Run 1, met2 routing:
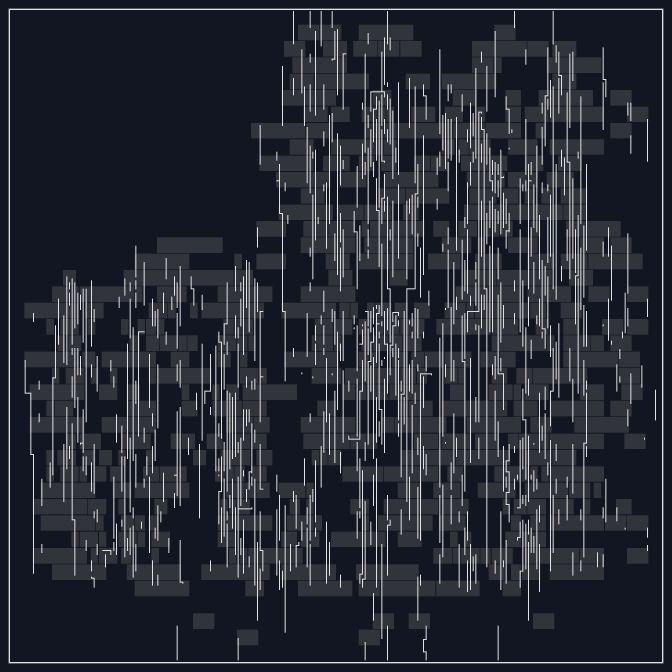
Run 1, placed standard cells:
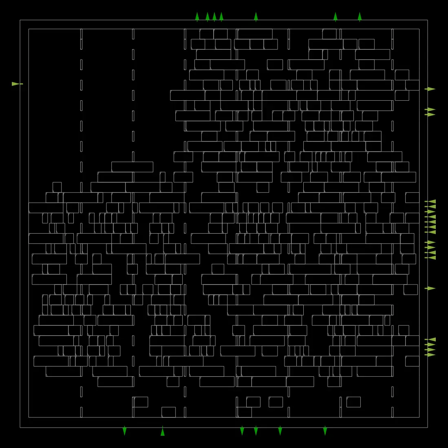
Run 1, gate families picked out:
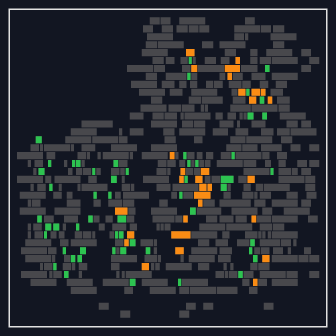
### src/rtl/uart_time_cmd_parser_pkg.sv
// Shared types and constants for the UART time-set command parser.
// The optional alarm command is enabled with `define UART_CMD_ALARM_EN.
package uart_cmd_pkg;

  typedef enum logic [3:0] {
    IDLE,
    H_T,
    H_U,
    COL1,
    M_T,
    M_U,
    COL2,
    S_T,
    S_U,
    TERM
  } state_e;

  localparam logic [7:0] CMD_TIME  = 8'h54;
  localparam logic [7:0] CMD_ALARM = 8'h41;
  localparam logic [7:0] COLON     = 8'h3A;
  localparam logic [7:0] CR        = 8'h0D;
  localparam logic [7:0] LF        = 8'h0A;
  localparam logic [7:0] DIGIT0    = 8'h30;
  localparam logic [7:0] DIGIT9    = 8'h39;

  localparam logic [1:0] ERR_SYNTAX  = 2'd1;
  localparam logic [1:0] ERR_RANGE   = 2'd2;
  localparam logic [1:0] ERR_TIMEOUT = 2'd3;

  function automatic logic is_digit(input logic [7:0] b);
    return (b >= DIGIT0) && (b <= DIGIT9);
  endfunction

  function automatic logic [3:0] digit_val(input logic [7:0] b);
    logic [7:0] d;
    d = b - DIGIT0;
    return d[3:0];
  endfunction

  // Two BCD-like digits to a 7-bit binary value (max 99).
  function automatic logic [6:0] two_digit(input logic [3:0] tens, input logic [3:0] units);
    return (7'(tens) * 7'd10) + 7'(units);
  endfunction

endpackage

### src/rtl/uart_time_cmd_parser_if.sv
// Byte-stream input and time/error outputs of the command parser.
// Alarm signals exist only when UART_CMD_ALARM_EN is defined.
interface uart_time_cmd_parser_if;
  logic [7:0] rx_data;
  logic       rx_ready;
  logic       set_valid;
  logic [4:0] set_hour;
  logic [5:0] set_min;
  logic [5:0] set_sec;
  logic       err;
  logic [1:0] err_code;
  logic       busy;
`ifdef UART_CMD_ALARM_EN
  logic       alarm_valid;
  logic [4:0] alarm_hour;
  logic [5:0] alarm_min;

  modport master (
    output rx_data, rx_ready,
    input  set_valid, set_hour, set_min, set_sec, err, err_code, busy,
           alarm_valid, alarm_hour, alarm_min
  );
  modport slave (
    input  rx_data, rx_ready,
    output set_valid, set_hour, set_min, set_sec, err, err_code, busy,
           alarm_valid, alarm_hour, alarm_min
  );
`else
  modport master (
    output rx_data, rx_ready,
    input  set_valid, set_hour, set_min, set_sec, err, err_code, busy
  );
  modport slave (
    input  rx_data, rx_ready,
    output set_valid, set_hour, set_min, set_sec, err, err_code, busy
  );
`endif
endinterface

### src/rtl/uart_time_cmd_parser_timer.sv
// Inter-byte timeout counter: counts while enabled, cleared by each byte,
// and pulses expired on the cycle the count would reach TIMEOUT_CYCLES-1.
module cmd_timeout_timer #(
  parameter int unsigned TIMEOUT_CYCLES = 100000000
) (
  input  logic clk,
  input  logic reset_n,
  input  logic clear,
  input  logic enable,
  output logic expired
);

  localparam int unsigned CW = (TIMEOUT_CYCLES > 2) ? $clog2(TIMEOUT_CYCLES) : 1;
  localparam logic [CW-1:0] LAST = CW'(TIMEOUT_CYCLES - 2);

  logic [CW-1:0] cnt_q, cnt_d;

  // Firing on the increment into TIMEOUT_CYCLES-1 lets the registered err
  // land exactly TIMEOUT_CYCLES cycles after the last byte; a byte wins.
  always_comb begin
    expired = enable && !clear && (cnt_q == LAST);
    cnt_d   = cnt_q;
    if (clear || expired) begin
      cnt_d = '0;
    end else if (enable) begin
      cnt_d = cnt_q + CW'(1);
    end
  end

  always_ff @(posedge clk or negedge reset_n) begin
    if (!reset_n) begin
      cnt_q <= '0;
    end else begin
      cnt_q <= cnt_d;
    end
  end

endmodule

### src/rtl/uart_time_cmd_parser.sv
// ASCII "THH:MM:SS<CR|LF>" time-set parser with registered set/err strobes.
// Define UART_CMD_ALARM_EN to add the "AHH:MM<CR|LF>" alarm command.
module uart_time_cmd_parser
  import uart_cmd_pkg::*;
#(
  parameter int unsigned CLK_FREQ       = 100000000,
  parameter int unsigned TIMEOUT_CYCLES = CLK_FREQ
) (
  input logic                   clk,
  input logic                   reset_n,
  uart_time_cmd_parser_if.slave bus
);

  state_e     state_q;
  logic [3:0] ht_q, hu_q, mt_q, mu_q, st_q, su_q;
  logic       set_valid_q;
  logic       err_q;
  logic [1:0] err_code_q;
  logic [4:0] set_hour_q;
  logic [5:0] set_min_q;
  logic [5:0] set_sec_q;

  logic [7:0] rx_byte;
  logic [3:0] rx_digit;
  logic [6:0] hour_v, min_v, sec_v;
  logic       hm_ok, time_ok;
  logic       byte_ok;
  logic       alarm_path;
  logic       expired;

`ifdef UART_CMD_ALARM_EN
  logic       alarm_q;
  logic       alarm_valid_q;
  logic [4:0] alarm_hour_q;
  logic [5:0] alarm_min_q;

  assign alarm_path      = alarm_q;
  assign bus.alarm_valid = alarm_valid_q;
  assign bus.alarm_hour  = alarm_hour_q;
  assign bus.alarm_min   = alarm_min_q;
`else
  assign alarm_path = 1'b0;
`endif

  always_comb begin
    rx_byte  = bus.rx_data;
    rx_digit = digit_val(rx_byte);
    hour_v   = two_digit(ht_q, hu_q);
    min_v    = two_digit(mt_q, mu_q);
    sec_v    = two_digit(st_q, su_q);
    hm_ok    = (hour_v <= 7'd23) && (min_v <= 7'd59);
    time_ok  = hm_ok && (sec_v <= 7'd59);
    byte_ok  = 1'b1;
    case (state_q)
      H_T, H_U, M_T, M_U, S_T, S_U: byte_ok = is_digit(rx_byte);
      COL1, COL2:                   byte_ok = (rx_byte == COLON);
      TERM:                         byte_ok = (rx_byte == CR) || (rx_byte == LF);
      default:                      byte_ok = 1'b1;
    endcase
  end

  cmd_timeout_timer #(
    .TIMEOUT_CYCLES(TIMEOUT_CYCLES)
  ) u_timer (
    .clk     (clk),
    .reset_n (reset_n),
    .clear   (bus.rx_ready),
    .enable  (state_q != IDLE),
    .expired (expired)
  );

  always_ff @(posedge clk or negedge reset_n) begin
    if (!reset_n) begin
      state_q     <= IDLE;
      ht_q        <= '0;
      hu_q        <= '0;
      mt_q        <= '0;
      mu_q        <= '0;
      st_q        <= '0;
      su_q        <= '0;
      set_valid_q <= 1'b0;
      err_q       <= 1'b0;
      err_code_q  <= '0;
      set_hour_q  <= '0;
      set_min_q   <= '0;
      set_sec_q   <= '0;
`ifdef UART_CMD_ALARM_EN
      alarm_q       <= 1'b0;
      alarm_valid_q <= 1'b0;
      alarm_hour_q  <= '0;
      alarm_min_q   <= '0;
`endif
    end else begin
      set_valid_q <= 1'b0;
      err_q       <= 1'b0;
`ifdef UART_CMD_ALARM_EN
      alarm_valid_q <= 1'b0;
`endif
      if (bus.rx_ready) begin
        if (!byte_ok) begin
          err_q      <= 1'b1;
          err_code_q <= ERR_SYNTAX;
          state_q    <= IDLE;
        end else begin
          case (state_q)
            IDLE: begin
              if (rx_byte == CMD_TIME) begin
                state_q <= H_T;
`ifdef UART_CMD_ALARM_EN
                alarm_q <= 1'b0;
              end else if (rx_byte == CMD_ALARM) begin
                state_q <= H_T;
                alarm_q <= 1'b1;
`endif
              end
            end
            H_T:  begin ht_q <= rx_digit; state_q <= H_U;  end
            H_U:  begin hu_q <= rx_digit; state_q <= COL1; end
            COL1: state_q <= M_T;
            M_T:  begin mt_q <= rx_digit; state_q <= M_U;  end
            M_U:  begin mu_q <= rx_digit; state_q <= alarm_path ? TERM : COL2; end
            COL2: state_q <= S_T;
            S_T:  begin st_q <= rx_digit; state_q <= S_U;  end
            S_U:  begin su_q <= rx_digit; state_q <= TERM; end
            TERM: begin
              state_q <= IDLE;
`ifdef UART_CMD_ALARM_EN
              if (alarm_q) begin
                if (hm_ok) begin
                  alarm_valid_q <= 1'b1;
                  alarm_hour_q  <= hour_v[4:0];
                  alarm_min_q   <= min_v[5:0];
                end else begin
                  err_q      <= 1'b1;
                  err_code_q <= ERR_RANGE;
                end
              end else
`endif
              if (time_ok) begin
                set_valid_q <= 1'b1;
                set_hour_q  <= hour_v[4:0];
                set_min_q   <= min_v[5:0];
                set_sec_q   <= sec_v[5:0];
              end else begin
                err_q      <= 1'b1;
                err_code_q <= ERR_RANGE;
              end
            end
            default: state_q <= IDLE;
          endcase
        end
      end else if (expired) begin
        err_q      <= 1'b1;
        err_code_q <= ERR_TIMEOUT;
        state_q    <= IDLE;
      end
    end
  end

  assign bus.set_valid = set_valid_q;
  assign bus.set_hour  = set_hour_q;
  assign bus.set_min   = set_min_q;
  assign bus.set_sec   = set_sec_q;
  assign bus.err       = err_q;
  assign bus.err_code  = err_code_q;
  assign bus.busy      = (state_q != IDLE);

endmodule

### src/flat_wrapper.sv
// flat-port wrapper written by rule: the top's interface ports become plain ports
module uart_time_cmd_parser_flat import uart_cmd_pkg::*;
#(
  parameter int unsigned CLK_FREQ       = 100000000,
  parameter int unsigned TIMEOUT_CYCLES = CLK_FREQ
)
  (clk, reset_n, bus_rx_data, bus_rx_ready, bus_set_valid, bus_set_hour, bus_set_min, bus_set_sec, bus_err, bus_err_code, bus_busy);
  uart_time_cmd_parser_if bus_i ();
  input logic clk;
  input logic reset_n;
  input wire logic [$bits(bus_i.rx_data)-1:0] bus_rx_data;
  input wire logic [$bits(bus_i.rx_ready)-1:0] bus_rx_ready;
  output wire logic [$bits(bus_i.set_valid)-1:0] bus_set_valid;
  output wire logic [$bits(bus_i.set_hour)-1:0] bus_set_hour;
  output wire logic [$bits(bus_i.set_min)-1:0] bus_set_min;
  output wire logic [$bits(bus_i.set_sec)-1:0] bus_set_sec;
  output wire logic [$bits(bus_i.err)-1:0] bus_err;
  output wire logic [$bits(bus_i.err_code)-1:0] bus_err_code;
  output wire logic [$bits(bus_i.busy)-1:0] bus_busy;
  assign bus_i.rx_data = bus_rx_data;
  assign bus_i.rx_ready = bus_rx_ready;
  assign bus_set_valid = bus_i.set_valid;
  assign bus_set_hour = bus_i.set_hour;
  assign bus_set_min = bus_i.set_min;
  assign bus_set_sec = bus_i.set_sec;
  assign bus_err = bus_i.err;
  assign bus_err_code = bus_i.err_code;
  assign bus_busy = bus_i.busy;
  uart_time_cmd_parser #(.CLK_FREQ(CLK_FREQ), .TIMEOUT_CYCLES(TIMEOUT_CYCLES)) u_core (.clk(clk), .reset_n(reset_n), .bus(bus_i));
endmodule
### config.mk
export PLATFORM = sky130hd
export DESIGN_NAME = uart_time_cmd_parser_flat
export DESIGN_NICKNAME = d
export VERILOG_FILES = /design/src/rtl/uart_time_cmd_parser_pkg.sv /design/src/rtl/uart_time_cmd_parser_if.sv /design/src/rtl/uart_time_cmd_parser_timer.sv /design/src/rtl/uart_time_cmd_parser.sv /design/src/flat_wrapper.sv
export SDC_FILE = /design/constraint.sdc
export NUM_CORES = 1
export LEC_CHECK = 0
export CAP_MARGIN = 20
export CORE_MARGIN = 2
export CORE_UTILIZATION = 40
export DETAILED_ROUTE_END_ITERATION = 8
export HOLD_SLACK_MARGIN = 0.1
export PLACE_DENSITY = 0.63
export SETUP_SLACK_MARGIN = 0.02
export SLEW_MARGIN = 20
export SYNTH_ARGS = -nofsm -noshare
export SYNTH_HDL_FRONTEND = slang
export SYNTH_SLANG_ARGS = --single-unit
export TNS_END_PERCENT = 20
### constraint.sdc
create_clock -name clk -period 3.5 [get_ports clk]
set_clock_uncertainty 0.15 [all_clocks]
set_input_delay 0.7 -clock clk [delete_from_list [all_inputs] [get_ports clk]]
set_output_delay 0.7 -clock clk [all_outputs]
set_load 0.03 [all_outputs]
==> reports/metrics.csv, run 1 <==
metric,value,unit
ys_warn_count,0,
dpl_worst_slack,0.1624,ns
cpMostUsedCell,ha_1,
synth-seq-cells,76,
simple_gate_area_share,17.54,%
warnings,29,
hold_buffers,0,
slew_violations,0,
power_leader,combinational cells,
crit_chain,"ha_1, ha_1, inv_1, fa_1, nand2b_1, a32o_1, nor4_2, o221ai_2, nor3_4, buf_4, mux2_2",
wl_met2,4275,um
lay_top_cells,"76 x dfrtp_1, 34 x nor2_1, 31 x clkdlybuf4s50_1, 27 x xor2_1, 26 x mux2_2",
pg_seq,1150,uW
logic_family,simple AND/OR/NAND/NOR gates,
met1_length,4105,um
worstHoldPathType,input port to asynchronous set/reset pin,
die_w,108.5,um
comb_power,1220,uW
area_growth,16.91,%
topRoutingLayerUsed,met4,
common_cells,"76 x dfrtp_1, 34 x nor2_1, 27 x xor2_1",
core,0.01075,sq mm
run_status,finished clean,
fp_util,40.63,%
cp_slowest_cell,dfrtp_1,
cts_buffer_depth,2,
ys_dominant_reg_cell,dfrtp_1,
syn_area,0.004365,sq mm
logic_gate_count,285,
largest_register,u_core.u_timer.cnt_q,
dpl-instance-area,0.004855,sq mm
lay_top_count,dfrtp_1,
dp_cells,565,
nonClkBufAreaFrac,7.845,%
layout_min_cycle_time,3.308,ns
fin_cells,581,
clkTransAtPathRegs,0.08,ns
About 'met2 routing':
The layer carries 4280 um of wire. 413 nets have wire on it.
vias: 3032
met2 GRT Util: 27.23%
final WL: 8832 um

About 'placed standard cells':
Final Util: 47.50%
fill cell count: 1038
sequential cell area share: 37.26%
site row count: 38

About 'gate families picked out':
Orange shows inverting AOI/OAI gates, cells 30. Green shows NAND gates, cells 54.

Run 1, placed cells, one color a class:
Scale bar: 20 um.
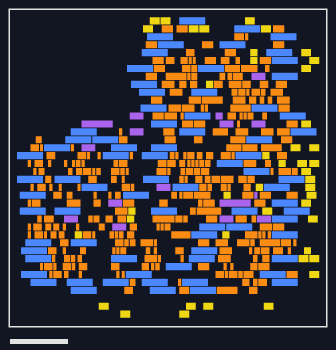

==> inputs of run 2 (changes only) <==
--- a/config.mk
+++ b/config.mk
@@ -8,9 +8,11 @@
 export CAP_MARGIN = 20
 export CORE_MARGIN = 2
 export CORE_UTILIZATION = 40
+export CTS_BUF_LIST = sky130_fd_sc_hd__clkbuf_8
 export DETAILED_ROUTE_END_ITERATION = 8
+export DONT_BUFFER_PORTS = 1
 export HOLD_SLACK_MARGIN = 0.1
-export PLACE_DENSITY = 0.63
+export PLACE_DENSITY = 0.59
 export SETUP_SLACK_MARGIN = 0.02
 export SLEW_MARGIN = 20
 export SYNTH_ARGS = -nofsm -noshare
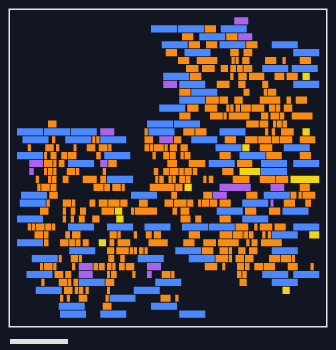
Run 2: placed cells, one color a class
Scale bar: 20 um.
Purple shows clock drivers and dummy loads, cells 16. Yellow shows other buffers and delay cells, cells 11. Blue shows flip-flops, cells 76. Orange shows all other logic, cells 306.
core area: 0.01075 sq mm
Final Util: 44.55%

==> reports/metrics.csv, run 2 <==
metric,value,unit,change
cp_slowest_cell,fa_1,,was dfrtp_1
lay_top_cells,"76 x dfrtp_1, 34 x nor2_1, 27 x xor2_1, 26 x mux2_2, 25 x nand2_1",,"was 76 x dfrtp_1, 34 x nor2_1, 31 x clkdlybuf4s50_1, 27 x xor2_1, 26 x mux2_2"
slew_violations,0,,unchanged
lay_top_count,dfrtp_1,,unchanged
hold_buffers,2,,was 0
cts_buffer_depth,2,,unchanged
ys_warn_count,0,,unchanged
topRoutingLayerUsed,met4,,unchanged
fp_util,40.63,%,unchanged
dp_cells,527,,was 565
warnings,28,,was 29
cpMostUsedCell,ha_1,,unchanged
routed_wl,8487,um,was 8832 um
synth-seq-cells,76,,unchanged
common_cells,"76 x dfrtp_1, 34 x nor2_1, 27 x xor2_1",,unchanged
met1_length,4011,um,was 4105 um
wl_met2,4003,um,was 4275 um
logic_family,simple AND/OR/NAND/NOR gates,,unchanged
die_w,108.5,um,unchanged
clkTransAtPathRegs,0.08,ns,about the same
run_status,finished clean,,unchanged
use_met2,25.27,%,was 27.23%
vias,2886,,was 3032
layout_min_cycle_time,3.298,ns,was 3.308 ns
area_growth,9.659,%,was 16.91%
nonClkBufAreaFrac,2.457,%,was 7.845%
worstHoldPathType,input port to flop,,was input port to asynchronous set/reset pin
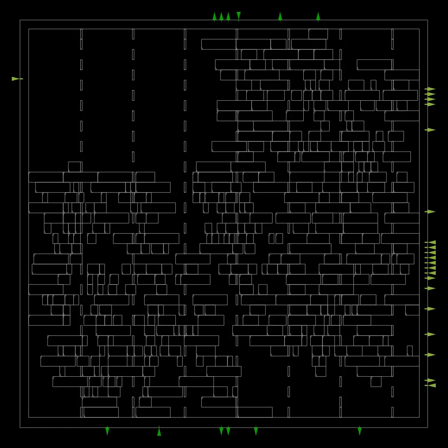
Run 2: placed standard cells
n_taps: 140
sequential cell area share: 39.73%
fill cell count: 1018

